===== src/rtl/bf16_mul_arbiter.sv =====
// bf16_mul_arbiter: round-robin arbiter sharing one bf16 multiplier between two requesters
module mul (
    input  logic [15:0] a,
    input  logic [15:0] b,
    output logic [15:0] sum
);
    logic              s, za, zb, ia, ib, na, nb, g, st;
    logic [7:0]        ea, eb, rf;
    logic [15:0]       p;
    logic [6:0]        fr;
    logic signed [9:0] e;
    assign s  = a[15] ^ b[15];
    assign ea = a[14:7];
    assign eb = b[14:7];
    assign za = ea == 8'd0;
    assign zb = eb == 8'd0;
    assign ia = ea == 8'hFF;
    assign ib = eb == 8'hFF;
    assign na = ia & |a[6:0];
    assign nb = ib & |b[6:0];
    assign p  = {8'd0, 1'b1, a[6:0]} * {8'd0, 1'b1, b[6:0]};
    assign fr = p[15] ? p[14:8] : p[13:7];
    assign g  = p[15] ? p[7] : p[6];
    assign st = p[15] ? |p[6:0] : |p[5:0];
    assign rf = {1'b0, fr} + {7'd0, g & (st | fr[0])};
    assign e  = $signed({2'b00, ea}) + $signed({2'b00, eb}) - 10'sd127
              + $signed({9'd0, p[15]}) + $signed({9'd0, rf[7]});
    // NaN, infinity, flush-to-zero and overflow handling around the rounded product
    always_comb begin
        sum = (na | nb | (ia & zb) | (ib & za)) ? 16'h7FC0 :
              (ia | ib)                         ? {s, 8'hFF, 7'd0} :
              (za | zb | (e <= 10'sd0))         ? {s, 15'd0} :
              (e >= 10'sd255)                   ? {s, 8'hFF, 7'd0} :
                                                  {s, e[7:0], rf[6:0]};
    end
endmodule

module bf16_mul_arbiter #(
    parameter logic PTR_INIT = 1'b0
) (
    input  logic        clk,
    input  logic        rst,
    input  logic        req0_valid,
    input  logic        req1_valid,
    output logic        req0_ready,
    output logic        req1_ready,
    input  logic [15:0] req0_a,
    input  logic [15:0] req0_b,
    input  logic [15:0] req1_a,
    input  logic [15:0] req1_b,
    output logic        res_valid,
    input  logic        res_ready,
    output logic [15:0] res_data,
    output logic        res_id,
    output logic [15:0] op_cnt
);
    typedef enum logic [1:0] {IDLE, CALC, DONE} state_t;
    state_t      state, state_nx;
    logic        ptr, op_id, g0, g1, hs;
    logic [15:0] op_a, op_b, prod;
    mul u_mul (.a(op_a), .b(op_b), .sum(prod));
    assign g1 = req1_valid & (~req0_valid | ~ptr);
    assign g0 = req0_valid & ~g1;
    assign hs = (state == IDLE) & (g0 | g1);
    // grant readys and next state
    always_comb begin
        req0_ready = (state == IDLE) & g0;
        req1_ready = (state == IDLE) & g1;
        state_nx   = (state == IDLE) ? (hs ? CALC : IDLE) :
                     (state == CALC) ? DONE :
                     (res_ready ? IDLE : DONE);
    end
    // state, operand latch, result register and completion counter
    always_ff @(posedge clk or posedge rst) begin
        if (rst) begin
            state     <= IDLE;
            ptr       <= PTR_INIT;
            op_a      <= 16'd0;
            op_b      <= 16'd0;
            op_id     <= 1'b0;
            res_valid <= 1'b0;
            res_data  <= 16'd0;
            res_id    <= 1'b0;
            op_cnt    <= 16'd0;
        end else begin
            state <= state_nx;
            if (hs) begin
                op_a  <= g1 ? req1_a : req0_a;
                op_b  <= g1 ? req1_b : req0_b;
                op_id <= g1;
                ptr   <= g1;
            end
            if (state == CALC) begin
                res_data  <= prod;
                res_id    <= op_id;
                res_valid <= 1'b1;
            end
            if (state == DONE && res_ready) begin
                res_valid <= 1'b0;
                op_cnt    <= op_cnt + 16'd1;
            end
        end
    end
endmodule


===== config.mk =====
export PLATFORM = sky130hd
export DESIGN_NAME = bf16_mul_arbiter
export DESIGN_NICKNAME = d
export VERILOG_FILES = /design/src/rtl/bf16_mul_arbiter.sv
export SDC_FILE = /design/constraint.sdc
export NUM_CORES = 1
export LEC_CHECK = 0
export CAP_MARGIN = 20
export CORE_UTILIZATION = 39
export CTS_BUF_LIST = sky130_fd_sc_hd__clkbuf_8
export CTS_CLUSTER_DIAMETER = 60
export DETAILED_ROUTE_END_ITERATION = 16
export PLACE_DENSITY = 0.65
export SLEW_MARGIN = 20
export SYNTH_ARGS = -nofsm -noshare
export SYNTH_HDL_FRONTEND = slang
export SYNTH_HIERARCHICAL = 1
export SYNTH_SLANG_ARGS = --single-unit

===== constraint.sdc =====
create_clock -name clk -period 15.7 [get_ports clk]
set_input_delay 3.14 -clock clk [delete_from_list [all_inputs] [get_ports clk]]
set_output_delay 3.14 -clock clk [all_outputs]
set_load 0.02 [all_outputs]

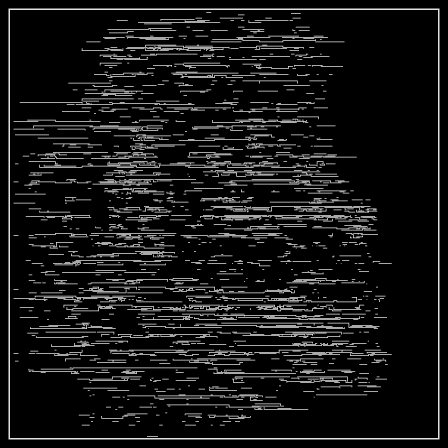
run_1/layer_met1.png
main direction: horizontal
share of all routed wire: 47%
longest straight run: 37.7 um

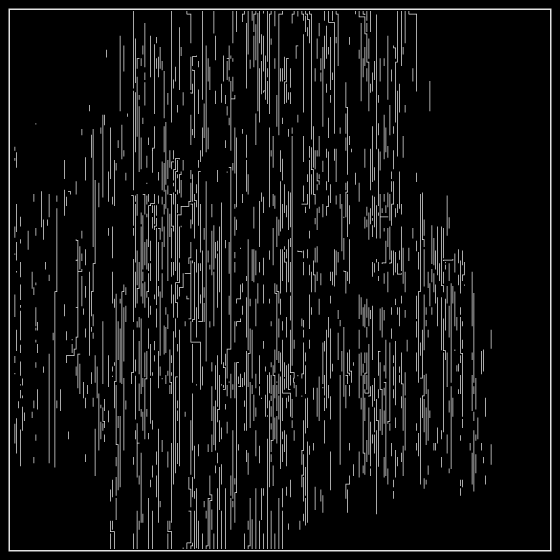
run_1/layer_met2.png
nets with wire on the layer: 787
wire length on this layer: 6,700 um
share of all routed wire: 48%
longest straight run: 55.1 um

==> impl_metrics.csv, run 1 <==
group,metric,value,unit
outcome,outcome,"completed",
timing,relSlewSlack,0.4178,
timing,final_hold_viol_count,0,
worst_setup_path,path_max_fanout,9,
timing,finalCritPeriodShare,0.5498,
worst_setup_path,timing.rr.start,"op_a[1]$_DFFE_PP0P_",
die,num_rows,46,
synth,edf_count,0,
synth,yosysSeqAreaShare,0.2710,
job,cap_violations,0,
detailed_routing,first_pass_iters,4,
global_routing,grt_pass1_vias,5224,
synth,yosysTopAreaCell,"dfrtp_1",
global_routing,grt_max_degree,70,
clock_network,clk_latency,0.36,ns
worst_setup_path,max_stage_delay,0.53,ns
final_layout,layout-drive-gt1-share,0.07643,
worst_setup_path,cp_slowest_cell,"fa_1",
clock_network,cts.clk_slew.worst_paths,0.08,ns
final_layout,antennaDiodeCount,0,
worst_hold_path,hold_class,"register to register",
clock_network,cts_setup_buffers,0,
worst_setup_path,crit_type,"register to register",
detailed_routing,drc,0,
worst_setup_path,critPathRequiredTime,16.00,ns
timing,finalCriticalPeriod,8.632,ns
placed_design,place_inst,986,
worst_setup_path,cp-endpoint,"res_data[6]$_DFFE_PP0N_",
synth,synth_area,6372,sq um
synth,top_cells_by_count,"82 x inv_1, 79 x nor2_1, 69 x dfrtp_1",
die,dieHeight,129.8,um
timing,setup_tns,0,ns
timing,final-max-slew-violation-count,0,
synth,ff_type,"dfrtp_1",
clock_network,ctsLongestPathBuffers,2,
worst_setup_path,timing.reg2reg.setup_slack,7.07,ns
placed_design,place_congestion,0.8472,
worst_setup_path,crit_path_end_kind,"register",
detailed_routing,routedWlPerCell,14.05,um
timing,rsz0062_at_grt,"false",
worst_setup_path,crit_buf_inv,6,
worst_setup_path,worstPathArrival,8.93,ns
detailed_routing,met2WireLength,6704,um
synth,yosys-stat-cells,683,
placed_design,io_buffer_count,104,
synth,postSynthAreaPerCell,9.330,sq um
final_layout,n_fill_cell,1543,
worst_setup_path,cp.depth,31,
synth,async_flop_share,1.000,
global_routing,use_met3,0.02706,
synth,topCellsByArea,"dfrtp_1 27%, fa_1 12%, ha_1 10%",
die,die_w,129.8,um
synth,yosys_warnings,6,
worst_setup_path,r2r-end,"res_data[6]$_DFFE_PP0N_",
worst_setup_path,crit_family,"adder cells",
die,num_io_pins,105,
placed_design,hpwl,11160,um
timing,fmax,115.9,MHz
synth,ys.flops,69,
die,dieArea,16850,sq um
clock_network,ctsHoldBuffers,0,
global_routing,grt_overflow_total,0,
global_routing,grtUsageTotal,0.1856,
synth,synth_top_area_share,0.2710,
clock_network,root_buffer,"clkbuf_8",
timing,fin_skew,0.01697,ns
global_routing,grt_busiest_layer,"met2",
clock_network,cts_inserted_buffers,9,
detailed_routing,met1Wirelength,6615,um
detailed_routing,route.vias.total,5045,
synth,synth_cell_types,66,
clock_network,h-tree-depth,3,
synth,synth_top_cell_by_count,"inv_1",
detailed_routing,ant_nets,0,
synth,syn_inst,683,
detailed_routing,vias_per_cell,5.040,
global_routing,antenna_found_initial,0,
global_routing,grt_pass1_wl,24750,um
global_routing,grt_use_met1,0.2422,
die,core-area,15940,sq um
final_layout,finalNetCount,940,
clock_network,cts-resized-gates,0,
clock_network,cts.sinks,69,
detailed_routing,top_layer_used,"met4",
timing,tightest_slew,0.8733,ns
global_routing,grt_use_met2,0.3161,
worst_setup_path,startpoint,"op_a[1]$_DFFE_PP0P_",
synth,yosys_area,6372,sq um
detailed_routing,dr_wl_met3,450,um
detailed_routing,first_iter_violations,234,
synth,syn_nets,842,
final_layout,final_cell_count_no_fill,1001,
clock_network,cts_tree,"yes",
die,fp_util,0.3997,
detailed_routing,finalWirelength,14070,um
timing,setup_viol,0,
worst_setup_path,cp-start-kind,"register",
job,warning_count,27,
final_layout,synthToLayoutAreaGrowth,21.70,%
worst_setup_path,worst_r2r_path_depth,31,
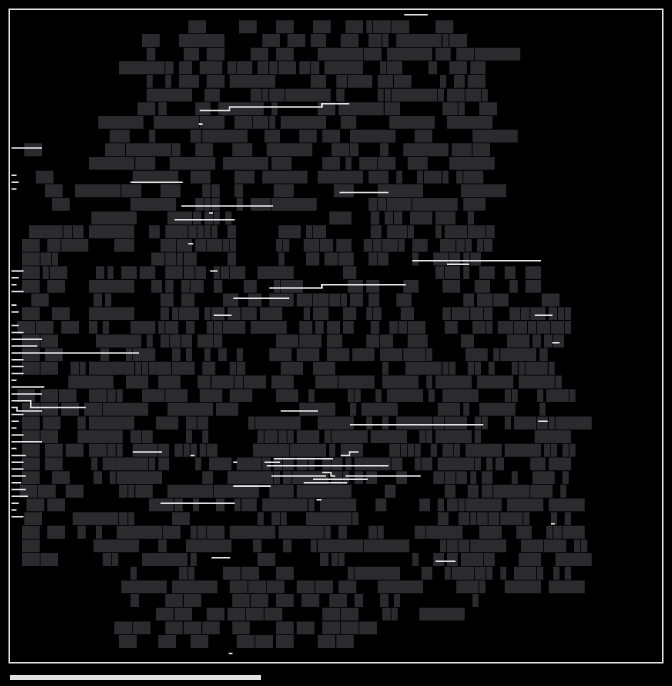
run_1/layer_met3.png
Bar = 50 um. Cells faint in the background.
share of all routed wire: 3.2%
main direction: horizontal
wire length on this layer: 451 um
longest straight run: 26.2 um

## run 1: layout make-up
| type | instances | area, sq um | area share |
|---|---|---|---|
| tap | 216 | 270.3 | 0.03485 |
| inverter | 82 | 307.8 | 0.03969 |
| timing repair buffer | 107 | 1064 | 0.1371 |
| sequential | 69 | 1727 | 0.2227 |
| multi-input combinational | 512 | 4197 | 0.5411 |
| clock inverter | 5 | 52.55 | 0.006776 |
| clock buffer | 10 | 137.6 | 0.01775 |
## run 1: flip-flops by register name, summed over array words and instances, names as in the netlist
signal and flops:
op_a 16, op_b 16, op_cnt 16, ptr 1, res_data 16, res_id 1, res_valid 1, state 2
## run 1: placed cells by master, fill, tap and decap left out, drive strengths merged, types with 3 or more instances in the layout
cell type / count
a21o: 7
o211ai: 7
fa: 38
a211oi: 11
xor2: 11
nor2: 79
inv: 83
nand2: 21
o21ai: 20
o21a: 5
ha: 52
mux2: 19
clkbuf: 10
mux2i: 34
clkinv: 3
nor4: 10
clkdlybuf4s50: 104
or2: 4
and2: 36
and3: 4
nor2b: 3
a21oi: 50
nand4: 8
xnor2: 25
buf: 3
nand3: 13
dfrtp: 69
nor3: 15
## run 1: stage by stage
| step | instance area [sq um] | util | worst slack (ns) | hold WS, ns |
|---|---|---|---|---|
| 4_1_cts | 7749 | 0.4860 | 7.082 | 0.4779 |
| 6_report | 7755 | 0.4864 | 7.068 | 0.4777 |
| 3_5_place_dp | 7559 | 0.4741 | 7.097 | 0.4670 |
| 5_1_grt | 7755 | 0.4864 | 6.372 | 0.4901 |
| 2_1_floorplan | 6372 | - | 7.662 | 0.4633 |
| 3_3_place_gp | 7559 | 0.4741 | 7.335 | 0.4611 |
## run 1: cells by family after synthesis
family                     share of synthesized area
muxes                                        0.08698
AOI/OAI and AO/OA                             0.1210
xor gates and xnor gates                     0.04948
adders and majority gates                     0.2215
and+or+nand+nor                               0.1767
buffers and inverters                        0.07343
DFF                                           0.2710
## run 1: how the worst min path moves through the flow
stage | to | start | slack, ns | cells after the start
final | op_cnt[15]$_DFFE_PP0P_ | op_cnt[15]$_DFFE_PP0P_ | 0.48 | 1
after global routing | op_cnt[15]$_DFFE_PP0P_ | op_cnt[15]$_DFFE_PP0P_ | 0.49 | 1
after CTS | op_cnt[15]$_DFFE_PP0P_ | op_cnt[15]$_DFFE_PP0P_ | 0.48 | 1
after detailed placement | op_cnt[15]$_DFFE_PP0P_ | op_cnt[15]$_DFFE_PP0P_ | 0.47 | 1
after global placement | op_cnt[15]$_DFFE_PP0P_ | op_cnt[15]$_DFFE_PP0P_ | 0.46 | 1
after floorplan | ptr$_DFFE_PP0P_ | ptr$_DFFE_PP0P_ | 0.46 | 1
run_1/congestion.png
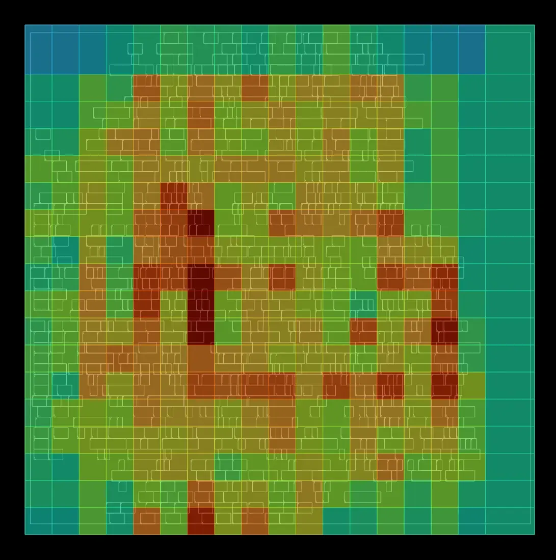

==> run 2, diff against run 1 <==
==> constraint.sdc (replaced) <==
create_clock -name clk -period 8 [get_ports clk]
set_input_delay 1.6 -clock clk [delete_from_list [all_inputs] [get_ports clk]]
set_output_delay 1.6 -clock clk [all_outputs]
set_load 0.02 [all_outputs]
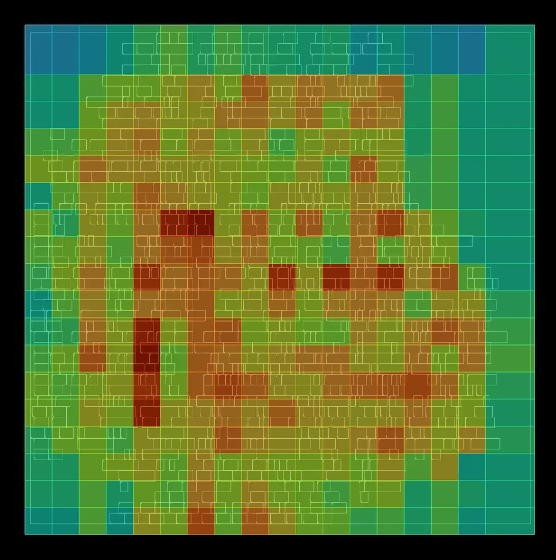
run_2/congestion.png
fin util: 0.5152
Most Crowded Layer GR: met2

==> impl_metrics.csv, run 2 <==
group,metric,value,unit
clock_network,cts.clk_slew.worst_paths,0.07,ns
synth,topCellsByArea,"dfrtp_1 27%, fa_1 12%, ha_1 10%",
global_routing,grt_pass1_wl,25000,um
placed_design,place_congestion,0.8800,
timing,finalCritPeriodShare,0.9716,
detailed_routing,route.vias.total,5191,
clock_network,ctsHoldBuffers,0,
global_routing,grt_pass1_vias,5255,
timing,finalCriticalPeriod,7.773,ns
timing,final-max-slew-violation-count,0,
final_layout,final_cell_mix,"104 x clkdlybuf4s50_1, 77 x nor2_1, 76 x inv_1, 67 x dfrtp_1, 49 x a21oi_1",
die,num_io_pins,105,
job,cap_violations,0,
detailed_routing,drc,0,
clock_network,cts_inserted_buffers,9,
final_layout,n_fill_cell,1539,
clock_network,ctsLongestPathBuffers,2,
die,dieArea,16850,sq um
clock_network,cts_tree,"yes",
synth,synth_top_area_share,0.2710,
timing,fmax,128.7,MHz
timing,rsz0062_at_grt,"true",
timing,final_hold_viol_count,0,
placed_design,io_buffer_count,104,
timing,tightest_slew,0.8639,ns
final_layout,layout_top_cell,"clkdlybuf4s50_1",
placed_design,hpwl,11480,um
final_layout,layout-drive-gt1-share,0.1594,
global_routing,grt_overflow_total,0,
timing,setup_viol,0,
worst_setup_path,cp.depth,30,
synth,syn_nets,842,
final_layout,finalNetCount,977,
synth,top_cells_by_count,"82 x inv_1, 79 x nor2_1, 69 x dfrtp_1",
synth,yosys-stat-cells,683,
timing,relSlewSlack,0.4241,
die,dieHeight,129.8,um
clock_network,clk_latency,0.34,ns
clock_network,root_buffer,"clkbuf_8",
worst_setup_path,max_stage_delay,0.55,ns
worst_setup_path,cp-endpoint,"res_data[2]$_DFFE_PP0N_",
synth,syn_inst,683,
detailed_routing,ant_nets,0,
worst_setup_path,worstPathArrival,8.06,ns
worst_setup_path,crit_family,"adder cells",
placed_design,pre_cts_ws,0.01964,ns
worst_setup_path,startpoint,"op_b[3]$_DFFE_PP0P_",
synth,postSynthAreaPerCell,9.330,sq um
worst_setup_path,cp_slowest_cell,"or4_4",
detailed_routing,routedWlPerCell,13.99,um
synth,ys.flops,69,
final_layout,mi_logic_area,4364,sq um
die,core-area,15940,sq um
timing,fin_skew,0.01187,ns
job,warning_count,28,
worst_setup_path,crit_buf_inv,5,
synth,ff_type,"dfrtp_1",
synth,synth_top_cell_by_count,"inv_1",
timing,setup_ws,0.2271,ns
worst_setup_path,timing.reg2reg.setup_slack,0.23,ns
clock_network,cts.sinks,69,
final_layout,synthToLayoutAreaGrowth,28.90,%
detailed_routing,vias_per_cell,5.001,
detailed_routing,first_pass_iters,5,
synth,synth_cell_types,66,
worst_setup_path,timing.rr.start,"op_b[3]$_DFFE_PP0P_",
synth,yosys_warnings,6,
worst_setup_path,worst_r2r_path_depth,30,
die,die_w,129.8,um
outcome,outcome,"completed",
worst_setup_path,critPathRequiredTime,8.29,ns
detailed_routing,finalWirelength,14520,um
worst_setup_path,crit_type,"register to register",
synth,async_flop_share,1.000,
global_routing,grt_max_degree,70,
final_layout,antennaDiodeCount,0,
final_layout,flop_area,1729,sq um
synth,yosys_area,6372,sq um
worst_setup_path,cp-start-kind,"register",
global_routing,grtUsageTotal,0.1879,
synth,edf_count,0,
synth,yosysTopAreaCell,"dfrtp_1",
die,fp_util,0.3997,
die,num_rows,46,
synth,yosysSeqAreaShare,0.2710,
worst_setup_path,crit_path_end_kind,"register",
global_routing,antenna_found_initial,0,
-- run 2: cell counts after synthesis --
Identical to the previous run, type by type.
-- run 2: layer usage --
metal | part of all wire | wire (um) | GRT usage | vias up
li1 | - | - | - | 2600
met1 | 0.47 | 6785 | 0.2529 | 2479
met2 | 0.48 | 7038 | 0.3149 | 92
met3 | 0.026 | 383 | 0.01845 | 20
met4 | 0.022 | 313 | 0.06772 | 0
met5 | 0 | 0 | 0 | -
-- run 2: what timing repair did --
action | 4_1_cts | 5_1_grt
gates resized | 2 | 43
pin swaps | 0 | 34
endpoints found under the setup margin | 1 | 15
hold endpoints to repair | 0 | 0
setup buffers | 0 | 12
-- run 2: worst reg2reg max path, delay by kind of cell, from the launching register on --
kind,cells,cell delay (ns)
compound gates,9,1.85
fa+ha+maj,8,3.39
buf+inv,5,0.47
flops,1,0.42
mux,1,0.14
simple gates,7,1.46
-- run 2: area by class of cell --
| type | instances | share of cell area |
|---|---|---|
| sequential | 69 | 0.2105 |
| inverter | 82 | 0.03747 |
| timing repair buffer | 144 | 0.1647 |
| clock inverter | 5 | 0.006398 |
| multi-input combinational | 512 | 0.5313 |
| tap | 216 | 0.03290 |
| clock buffer | 10 | 0.01676 |
-- run 2: kinds of logic (layout without fill, tap and decap cells) --
family | count (synthesis) | count (layout) | synth area share
and+or+nand+nor | 214 | 214 | 0.1767
AOI/OAI and AO/OA | 119 | 119 | 0.1210
DFF | 69 | 69 | 0.2710
buffers and inverters | 102 | 241 | 0.07343
xor gates and xnor gates | 36 | 36 | 0.04948
adders and majority gates | 90 | 90 | 0.2215
muxes | 53 | 53 | 0.08698
-- run 2: worst min-delay path by stage --
stage,slack (ns),startpoint,cells past startpoint,to
after floorplan,0.46,ptr$_DFFE_PP0P_,1,ptr$_DFFE_PP0P_
after global placement,0.46,op_cnt[15]$_DFFE_PP0P_,1,op_cnt[15]$_DFFE_PP0P_
after detailed placement,0.47,op_cnt[15]$_DFFE_PP0P_,1,op_cnt[15]$_DFFE_PP0P_
after CTS,0.48,op_cnt[15]$_DFFE_PP0P_,1,op_cnt[15]$_DFFE_PP0P_
after global routing,0.49,op_cnt[15]$_DFFE_PP0P_,1,op_cnt[15]$_DFFE_PP0P_
final,0.48,op_cnt[15]$_DFFE_PP0P_,1,op_cnt[15]$_DFFE_PP0P_
-- run 2: metrics by stage --
| step | hold WS, ns | cell area [sq um] | utilization | std cells | setup TNS [ns] |
|---|---|---|---|---|---|
| after floorplan | 0.4633 | 6377 | - | 683 | 0 |
| after global placement | 0.4590 | 7751 | 0.4862 | 1011 | 0 |
| after detailed placement | 0.4662 | 7751 | 0.4862 | 1011 | 0 |
| after CTS | 0.4767 | 7951 | 0.4987 | 1026 | 0 |
| after global routing | 0.4882 | 8214 | 0.5152 | 1038 | -1.883 |
| final | 0.4756 | 8214 | 0.5152 | 1038 | 0 |
